--- config.mk ---
export PLATFORM = sky130hd
export DESIGN_NAME = y86_pipe_regs
export DESIGN_NICKNAME = d
export VERILOG_FILES = /design/src/rtl/y86_pipe_regs_pkg.sv /design/src/rtl/y86_pipe_regs_stage.sv /design/src/rtl/y86_pipe_regs.sv
export SDC_FILE = /design/constraint.sdc
export NUM_CORES = 1
export LEC_CHECK = 0
export CORE_AREA = 2 2 579 581
export DETAILED_ROUTE_END_ITERATION = 10
export DIE_AREA = 0 0 581 583
export PLACE_DENSITY = 0.36
export SYNTH_ARGS = -nofsm -noshare
export SYNTH_HDL_FRONTEND = slang
export SYNTH_SLANG_ARGS = --single-unit
--- constraint.sdc ---
create_clock -name clk -period 2.15 [get_ports clk]
set_input_delay 0.3225 -clock clk [delete_from_list [all_inputs] [get_ports clk]]
set_output_delay 0.3225 -clock clk [all_outputs]
set_load 0.1 [all_outputs]
--- src/rtl/y86_pipe_regs_pkg.sv ---
// Y86-64 pipeline register bank: shared constants,
// width helpers, field offsets and bubble images.
package y86_pkg;

  localparam logic [2:0] SAOK = 3'd1;
  localparam logic [2:0] SHLT = 3'd2;
  localparam logic [2:0] SADR = 3'd3;
  localparam logic [2:0] SINS = 3'd4;

  localparam logic [3:0] INOP  = 4'h1;
  localparam logic [3:0] RNONE = 4'hF;

  localparam int ICODE_W = 4;
  localparam int IFUN_W  = 4;

  function automatic int d_w(
    input int stat_w,
    input int word_w
  );
    return stat_w + 16 + 2 * word_w;
  endfunction

  function automatic int e_w(
    input int stat_w,
    input int word_w,
    input int regid_w
  );
    return stat_w + 8 + 3 * word_w
         + 4 * regid_w;
  endfunction

  function automatic int m_w(
    input int stat_w,
    input int word_w,
    input int regid_w
  );
    return stat_w + 5 + 2 * word_w
         + 2 * regid_w;
  endfunction

  function automatic int w_w(
    input int stat_w,
    input int word_w,
    input int regid_w
  );
    return stat_w + 4 + 2 * word_w
         + 2 * regid_w;
  endfunction

  // LSB of the icode field in any image:
  // icode always sits directly below stat.
  function automatic int icode_lsb(
    input int img_w,
    input int stat_w
  );
    return img_w - stat_w - ICODE_W;
  endfunction

  // Default-configuration widths.
  localparam int DEF_D_W = d_w(3, 64);
  localparam int DEF_E_W = e_w(3, 64, 4);
  localparam int DEF_M_W = m_w(3, 64, 4);
  localparam int DEF_W_W = w_w(3, 64, 4);

  // Default-configuration field offsets (LSB).
  localparam int D_VALP_LSB  = 0;
  localparam int D_VALC_LSB  = 64;
  localparam int D_ICODE_LSB = icode_lsb(DEF_D_W, 3);
  localparam int E_SRCB_LSB  = 0;
  localparam int E_SRCA_LSB  = 4;
  localparam int E_DSTM_LSB  = 8;
  localparam int E_DSTE_LSB  = 12;
  localparam int E_ICODE_LSB = icode_lsb(DEF_E_W, 3);
  localparam int M_ICODE_LSB = icode_lsb(DEF_M_W, 3);
  localparam int W_ICODE_LSB = icode_lsb(DEF_W_W, 3);

  // Default-configuration bubble images.
  localparam logic [DEF_D_W-1:0] D_BUBBLE_DEF =
    {SAOK, INOP, 4'h0, RNONE, RNONE, 128'd0};
  localparam logic [DEF_E_W-1:0] E_BUBBLE_DEF =
    {SAOK, INOP, 4'h0, 192'd0,
     RNONE, RNONE, RNONE, RNONE};
  localparam logic [DEF_M_W-1:0] M_BUBBLE_DEF =
    {SAOK, INOP, 1'b0, 128'd0, RNONE, RNONE};
  localparam logic [DEF_W_W-1:0] W_BUBBLE_DEF =
    {SAOK, INOP, 128'd0, RNONE, RNONE};

endpackage

--- src/rtl/y86_pipe_regs_stage.sv ---
// Generic pipeline register with
// rst > stall > bubble > load priority.
module pipe_stage_reg #(
  parameter int               WIDTH      = 8,
  parameter logic [WIDTH-1:0] BUBBLE_VAL = '0,
  parameter bit               RST_VALID  = 1'b0
) (
  input  logic             clk,
  input  logic             rst,
  input  logic             i_stall,
  input  logic             i_bubble,
  input  logic [WIDTH-1:0] i_d,
  output logic [WIDTH-1:0] o_q,
  output logic             o_valid
);

  logic [WIDTH-1:0] r_q;
  logic             r_valid;

  // Stage contents and valid flag; stall holds.
  always_ff @(posedge clk) begin
    if (rst) begin
      r_q     <= BUBBLE_VAL;
      r_valid <= RST_VALID;
    end else if (i_stall) begin
      r_q     <= r_q;
      r_valid <= r_valid;
    end else if (i_bubble) begin
      r_q     <= BUBBLE_VAL;
      r_valid <= 1'b0;
    end else begin
      r_q     <= i_d;
      r_valid <= 1'b1;
    end
  end

  assign o_q     = r_q;
  assign o_valid = r_valid;

endmodule

--- src/rtl/y86_pipe_regs.sv ---
// Y86-64 F/D/E/M/W pipeline register bank with
// sticky control-conflict flag and retire counter.
module y86_pipe_regs
  import y86_pkg::*;
#(
  parameter int                WORD_W   = 64,
  parameter int                REGID_W  = 4,
  parameter int                STAT_W   = 3,
  parameter logic [WORD_W-1:0] RESET_PC = '0,
  parameter int                CNT_W    = 32,
  localparam int D_W = d_w(STAT_W, WORD_W),
  localparam int E_W = e_w(STAT_W, WORD_W, REGID_W),
  localparam int M_W = m_w(STAT_W, WORD_W, REGID_W),
  localparam int W_W = w_w(STAT_W, WORD_W, REGID_W)
) (
  input  logic              clk,
  input  logic              rst,
  input  logic [WORD_W-1:0] f_next,
  input  logic [D_W-1:0]    d_next,
  input  logic [E_W-1:0]    e_next,
  input  logic [M_W-1:0]    m_next,
  input  logic [W_W-1:0]    w_next,
  input  logic [4:0]        stall,
  input  logic [4:0]        bubble,
  output logic [WORD_W-1:0] F_q,
  output logic [D_W-1:0]    D_q,
  output logic [E_W-1:0]    E_q,
  output logic [M_W-1:0]    M_q,
  output logic [W_W-1:0]    W_q,
  output logic [4:0]        valid,
  output logic              ctrl_err,
  output logic [CNT_W-1:0]  retired
);

  localparam logic [STAT_W-1:0] S_OK =
    STAT_W'(SAOK);
  localparam logic [REGID_W-1:0] R_NONE =
    REGID_W'(RNONE);

  localparam logic [D_W-1:0] D_BUB = {
    S_OK, INOP, 4'h0, RNONE, RNONE,
    {(2*WORD_W){1'b0}}
  };
  localparam logic [E_W-1:0] E_BUB = {
    S_OK, INOP, 4'h0,
    {(3*WORD_W){1'b0}}, {4{R_NONE}}
  };
  localparam logic [M_W-1:0] M_BUB = {
    S_OK, INOP, 1'b0,
    {(2*WORD_W){1'b0}}, {2{R_NONE}}
  };
  localparam logic [W_W-1:0] W_BUB = {
    S_OK, INOP,
    {(2*WORD_W){1'b0}}, {2{R_NONE}}
  };

  localparam int W_IC = icode_lsb(W_W, STAT_W);

  logic [3:0]       w_w_icode;
  logic             w_retire;
  logic             w_conflict;
  logic             r_ctrl_err;
  logic [CNT_W-1:0] r_retired;

  pipe_stage_reg #(
    .WIDTH     (WORD_W),
    .BUBBLE_VAL(RESET_PC),
    .RST_VALID (1'b1)
  ) u_f (
    .clk     (clk),
    .rst     (rst),
    .i_stall (stall[0]),
    .i_bubble(1'b0),
    .i_d     (f_next),
    .o_q     (F_q),
    .o_valid (valid[0])
  );

  pipe_stage_reg #(
    .WIDTH     (D_W),
    .BUBBLE_VAL(D_BUB)
  ) u_d (
    .clk     (clk),
    .rst     (rst),
    .i_stall (stall[1]),
    .i_bubble(bubble[1]),
    .i_d     (d_next),
    .o_q     (D_q),
    .o_valid (valid[1])
  );

  pipe_stage_reg #(
    .WIDTH     (E_W),
    .BUBBLE_VAL(E_BUB)
  ) u_e (
    .clk     (clk),
    .rst     (rst),
    .i_stall (stall[2]),
    .i_bubble(bubble[2]),
    .i_d     (e_next),
    .o_q     (E_q),
    .o_valid (valid[2])
  );

  pipe_stage_reg #(
    .WIDTH     (M_W),
    .BUBBLE_VAL(M_BUB)
  ) u_m (
    .clk     (clk),
    .rst     (rst),
    .i_stall (stall[3]),
    .i_bubble(bubble[3]),
    .i_d     (m_next),
    .o_q     (M_q),
    .o_valid (valid[3])
  );

  pipe_stage_reg #(
    .WIDTH     (W_W),
    .BUBBLE_VAL(W_BUB)
  ) u_w (
    .clk     (clk),
    .rst     (rst),
    .i_stall (stall[4]),
    .i_bubble(bubble[4]),
    .i_d     (w_next),
    .o_q     (W_q),
    .o_valid (valid[4])
  );

  // F has no bubble, so only D..W can conflict.
  assign w_conflict =
    |(stall[4:1] & bubble[4:1]);

  assign w_w_icode = w_next[W_IC +: 4];
  assign w_retire  = ~stall[4] & ~bubble[4]
                   & (w_w_icode != INOP);

  // Sticky conflict flag, cleared only by reset.
  always_ff @(posedge clk) begin
    if (rst) begin
      r_ctrl_err <= 1'b0;
    end else if (w_conflict) begin
      r_ctrl_err <= 1'b1;
    end
  end

  // Saturating count of non-NOP W loads.
  always_ff @(posedge clk) begin
    if (rst) begin
      r_retired <= '0;
    end else if (w_retire &&
                 (r_retired != '1)) begin
      r_retired <= r_retired + 1'b1;
    end
  end

  assign ctrl_err = r_ctrl_err;
  assign retired  = r_retired;

endmodule

run_1/clock_wires.png
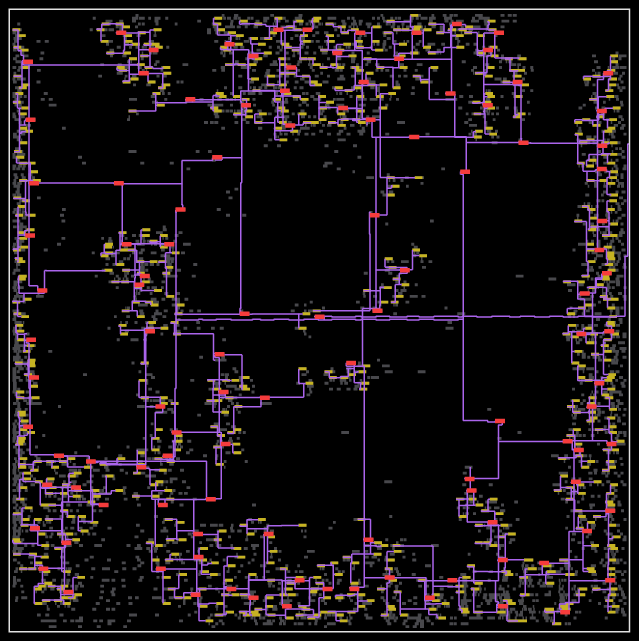
Key: red = clock-net drivers [count 111]; purple = clock wires [length 16400 microns]; yellow = flip-flops [count 754]
There are 112 routed clock nets.

run_1/layers.png
The bar under the picture is 200 microns long.
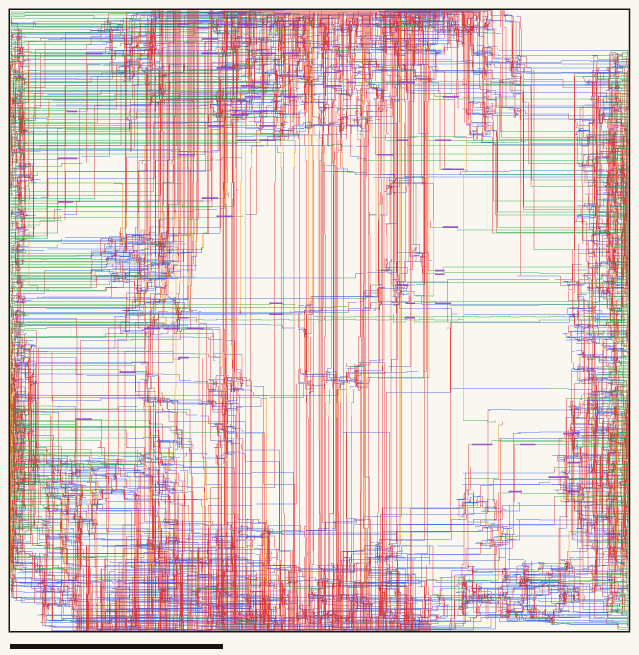
Key: blue = M1 [wire length 86.2 mm]; red = M2 [wire length 131 mm]; green = M3 [wire length 37.1 mm]; orange = M4 [wire length 10000 microns]; purple = M5 [wire length 779 microns]

run_1/util_map.png
29 x 29 tiles, from dark blue (low) to red (high), 0 to 100% covered.
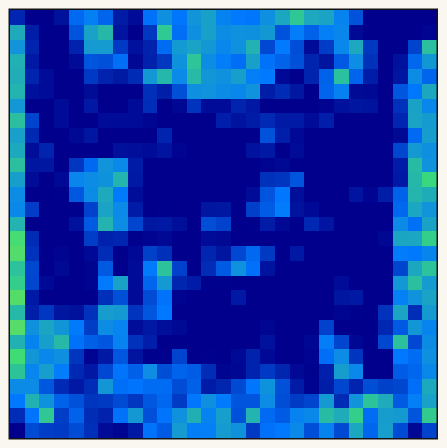
The emptiest ninth of the die: centre. 38% of the tiles are nearly empty. The mean over all tiles is 13%. The fullest tile reaches 53%.

==> results.json, run 1 <==
{
  "syn_nets": 3356,
  "areaGrowthSynthToFinish_pct": 93.8,
  "rows": 212,
  "yosys_warnings": 0,
  "reg2reg_depth": 7,
  "seq_area_share_pct": 30.7,
  "inv_count": 10,
  "cp_top_family": "simple AND/OR/NAND/NOR gates",
  "fin_setup_tns_ns": 0,
  "synthAoiAreaFrac_pct": 20.3,
  "power.share.clock_pct": 44.3,
  "p_seq_share_pct": 34.7,
  "async_reset_ff_share_pct": 0,
  "holdWs_ns": 0.0983,
  "hpwl_microns": 228000,
  "top_area_cell": "dfxtp_1",
  "die-area_sq_um": 339000,
  "rr_endpoint": "retired[1]",
  "root_buffer": "clkbuf_16",
  "largest_reg_flops": 219,
  "logic_gate_count": 1624,
  "openroad.warnings": 27,
  "xor_area_share_pct": 0.103,
  "setup_viol": 0,
  "layout-drive-gt1-share_pct": 26.1,
  "timing.final.crit_share_pct": 96.6,
  "slew_headroom_pct": 38.3,
  "crit_required_ns": 2.87,
  "outcome": "finished, final reports clean",
  "combPwrFrac_pct": 20.9,
  "critical_path.endpoint": "retired[1]",
  "synthAdderAreaFrac_pct": 0.0491,
  "ys_top_cells_by_count": "dfxtp_1 (754), nor2_1 (686), a22oi_1 (601)",
  "hold_viol_final": 0,
  "num_antenna_cells": 56,
  "grt_max_degree": 98,
  "drv_slew": 0,
  "topCombFamilyByArea": "AND-OR/OR-AND gates",
  "endpoint_kind": "register",
  "cp_num_cells": 7,
  "vias": 28100,
  "swShare_pct": 33.4,
  "synth-edff-count": 0,
  "ff_type": "dfxtp_1",
  "finalPower_w": 0.0428,
  "buf_share_pct": 31.1,
  "fin_crit_ns": 2.08,
  "p_sw_w": 0.0143,
  "tap_cells": 4387,
  "nFillCells": 37600,
  "synthTopCellsByArea": "dfxtp_1 (59%), a22oi_1 (18%), nor2_1 (10%)",
  "drcViolationCount": 0,
  "crit_fanout": 9,
  "comb-cell-share_pct": 19.2,
  "synthCells": 2626,
  "synthesis.area_sq_um": 25500,
  "wirelength_microns": 265000,
  "ir_drop_mv": 0.580,
  "critPathKind": "reg2reg",
  "die_h_microns": 583,
  "synth_flops": 754,
  "num_io_pins": 1484,
  "fin_nets": 4924,
  "logic_area_sq_um": 9490,
  "flops": 754,
  "grt.overflow.total": 0,
  "cpPeakStageDelay_ns": 0.60
}
[run 1: stage by stage]
step / cells / worst slack [ns] / util (%) / cell area (sq um)
2_1_floorplan: 2626 / 0.0186 / - / 25600
3_3_place_gp: 8383 / -0.613 / 13.5 / 44700
3_5_place_dp: 8383 / -0.644 / 13.5 / 44700
4_1_cts: 8663 / 0.0163 / 14.8 / 49200
5_1_grt: 8693 / 0.000907 / 14.8 / 49300
6_report: 8721 / 0.0726 / 14.9 / 49400
[run 1: layer usage]
metal / GRT usage (%) / part of all wire [%]
met4: 4.88 / 3.8
met5: 0 / 0.29
met1: 14.0 / 33
met2: 26.7 / 49
met3: 9.62 / 14
run_1/congestion_map.png
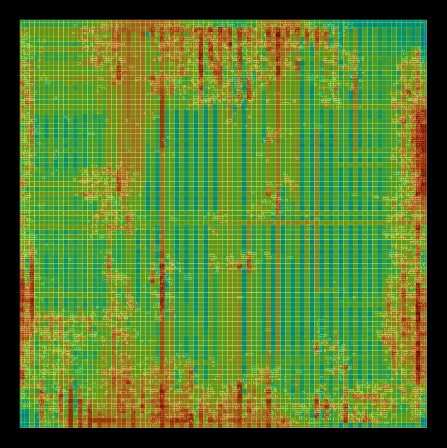

==> inputs of run 2 (changes only) <==
- CORE_AREA: 2 2 579 581 -> 2 2 574 576
- DIE_AREA: 0 0 581 583 -> 0 0 576 578
- PLACE_DENSITY: 0.36 -> 0.37
- clock period: 2.15 -> 2.6 ns (I/O delays scaled with it)
run_2/congestion_map.png
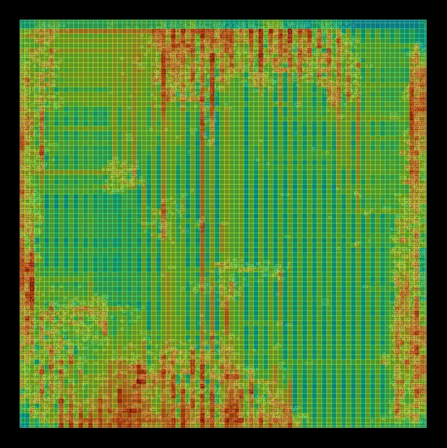
Final Util: 14.6%
most used routing layer: met2
met1 Resource Use GR: 13.5%
met2 Use GR: 24.3%
gr usage total: 14.3%

run_2/layers.png
The bar under the picture is 200 microns long.
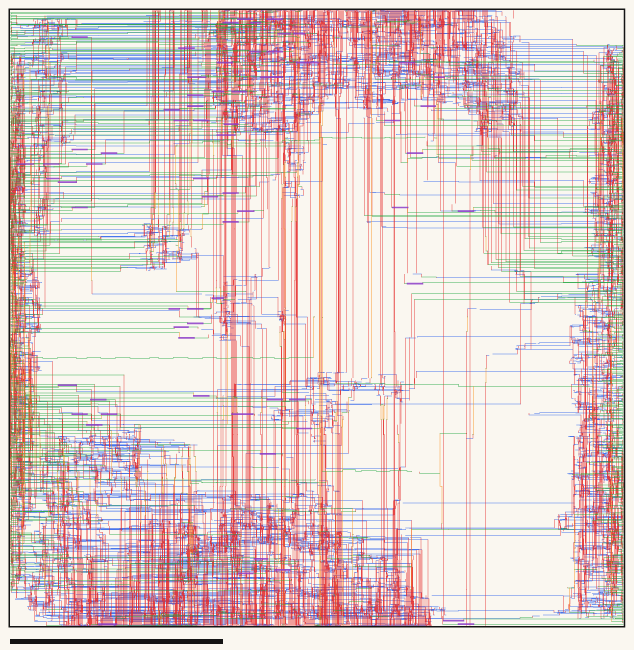
drt wl/cell: 29.0 microns
Routed WL: 249000 microns
via count: 27600

run_2/clock_wires.png
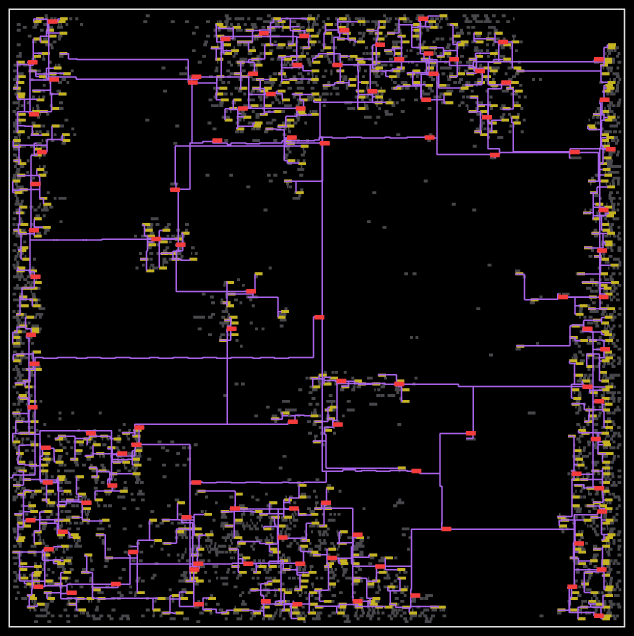
skew final: 0.0762 ns
Power Clock: 0.0148 W
clock share of power: 43.2%

==> results.json, run 2 <==
{
  "xor_area_share_pct": 0.103,
  "route.top_layer_used": "met5",
  "die_x_microns": 576,
  "critPathKind": "reg2out",
  "grt_pass1_wl_microns": 307000,
  "finalNonFillerCells": 8591,
  "initial_core_util_pct": 7.81,
  "holdWs_ns": 0.137,
  "comb-power_w": 0.00714,
  "areaGrowthSynthToFinish_pct": 87.1,
  "p_seq_share_pct": 35.9,
  "grt.overflow.total": 0,
  "finalPower_w": 0.0343,
  "ys_sh_simple_pct": 13.8,
  "slowest_stage": "buf_2",
  "root_buffer": "clkbuf_16",
  "openroad.warnings": 44,
  "cts_tree": "done",
  "outcome": "finished, final reports clean",
  "swShare_pct": 33.9,
  "dr_wl_met3_microns": 39900,
  "via_per_inst": 3.21,
  "syn_nets": 3356,
  "placed_area_sq_um": 44000,
  "slew_headroom_pct": 38.9,
  "drv_slew": 0,
  "post_cts.repair.setup_buffers": 0,
  "num_io_pins": 1484,
  "grt_max_degree": 139,
  "pg_seq_w": 0.0123,
  "synthCells": 2626,
  "grt_pass1_vias": 26700,
  "combPwrFrac_pct": 20.8,
  "ys_top_cells_by_count": "dfxtp_1 (754), nor2_1 (686), a22oi_1 (601)",
  "wl_met1_microns": 81500,
  "postSynthSeqShare_pct": 59.2,
  "crit_required_ns": 2.21,
  "finalWeightedCongestion": 0.900,
  "rows": 210,
  "path_cells": "buf_2",
  "cpPeakStageDelay_ns": 0.61,
  "async_reset_ff_share_pct": 0,
  "top_area_cell": "dfxtp_1",
  "drtAntennaViolNets": 0,
  "synthTopCellsByArea": "dfxtp_1 (59%), a22oi_1 (18%), nor2_1 (10%)",
  "cts_sinks": 754,
  "numPlacedInstances": 8306,
  "yosys_area_sq_um": 25500,
  "yosys_warnings": 0,
  "ir_drop_mv": 0.585,
  "fin_nets": 4802,
  "ys_sh_mux_pct": 2.73,
  "synth-edff-count": 0,
  "setup_viol": 0,
  "endpoint_kind": "output port",
  "power_leader": "clock",
  "clock_latency_ns": 0.87,
  "fmax_ghz": 0.428,
  "drcViolationCount": 0,
  "lay_top_cells": "buf_4 (818), dfxtp_1 (743), clkdlybuf4s50_1 (721)",
  "stdcell_area_sq_um": 47700,
  "setup_ws_ns": 0.262,
  "clk_pin_slew_ns": 0.06,
  "top_cell_area_share_pct": 59.2,
  "post-place-ws_ns": 0.0267,
  "drv_cap": 0,
  "fin_crit_ns": 2.34,
  "cts_buffers": 106,
  "hold_viol_final": 0,
  "synthesis.area_sq_um": 25500,
  "gr-usage-met3_pct": 10.5,
  "die-area_sq_um": 333000,
  "synth_cell_types": 50,
  "synthAdderAreaFrac_pct": 0.0491,
  "rsz0062_at_grt": "false",
  "synthAoiAreaFrac_pct": 20.3,
  "die_h_microns": 578,
  "crit_buf_inv": 1,
  "worst_pin_slew_ns": 0.916,
  "top_cell": "dfxtp_1",
  "power.density_nw_per_um2": 718,
  "p_sw_w": 0.0116,
  "crit_fanout": 5,
  "arrival_ns": 1.95,
  "hpwl_microns": 214000,
  "timing.final.crit_share_pct": 89.9,
  "synth.avg_cell_area_sq_um": 9.71,
  "ff_type": "dfxtp_1",
  "cp_top_family": "buffers and inverters",
  "portBuffers": 1481,
  "internal-power_w": 0.0226,
  "hold_path.class": "in2reg",
  "topCombFamilyByArea": "AND-OR/OR-AND gates",
  "ys_cells": 2626,
  "clk_path_buf_depth": 4,
  "final_common_cell": "buf_4",
  "start_kind": "register",
  "wl_met2_microns": 119000,
  "fin_setup_tns_ns": 0,
  "cts_max_level": 3,
  "drt_first_pass_iters": 5,
  "p_leak_nw": 18.2,
  "synth_flops": 754,
  "core-area_sq_um": 326000,
  "drtIter0Drc": 1629,
  "largest_reg_flops": 219,
  "layout-drive-gt1-share_pct": 25.0,
  "antenna_found_initial": 261
}
==> run 2: what timing repair did <==
| item | 4_1_cts | 5_1_grt |
|---|---|---|
| hold buffers | 4 | 0 |
| gates resized | 0 | 0 |
| endpoints found under the hold margin | 52 | 0 |
==> run 2: cell type report <==
class                   count  area (sq um)
fillers                 37000        279000
flip-flops and latches    754         15100
repair buffers           1576         14000
multi-input cells        1624          9480
well taps                4346          5440
clock buffers             157          3090
clock inverters            30           327
diodes                     94           235
inverters                  10          37.5
==> run 2: final timing paths <==
path	startpoint	slack [ns]	endpoint	cells after the start
min	f_next[63]	0.14	u_f.o_q[63]	3
min reg2reg	u_d.o_valid	0.45	u_d.o_valid	2
max	retired[14]	0.26	retired[14]	1
max reg2reg	retired[24]	0.33	retired[1]	6
Power figures rest on the tool's default switching activity, not on a simulated workload.
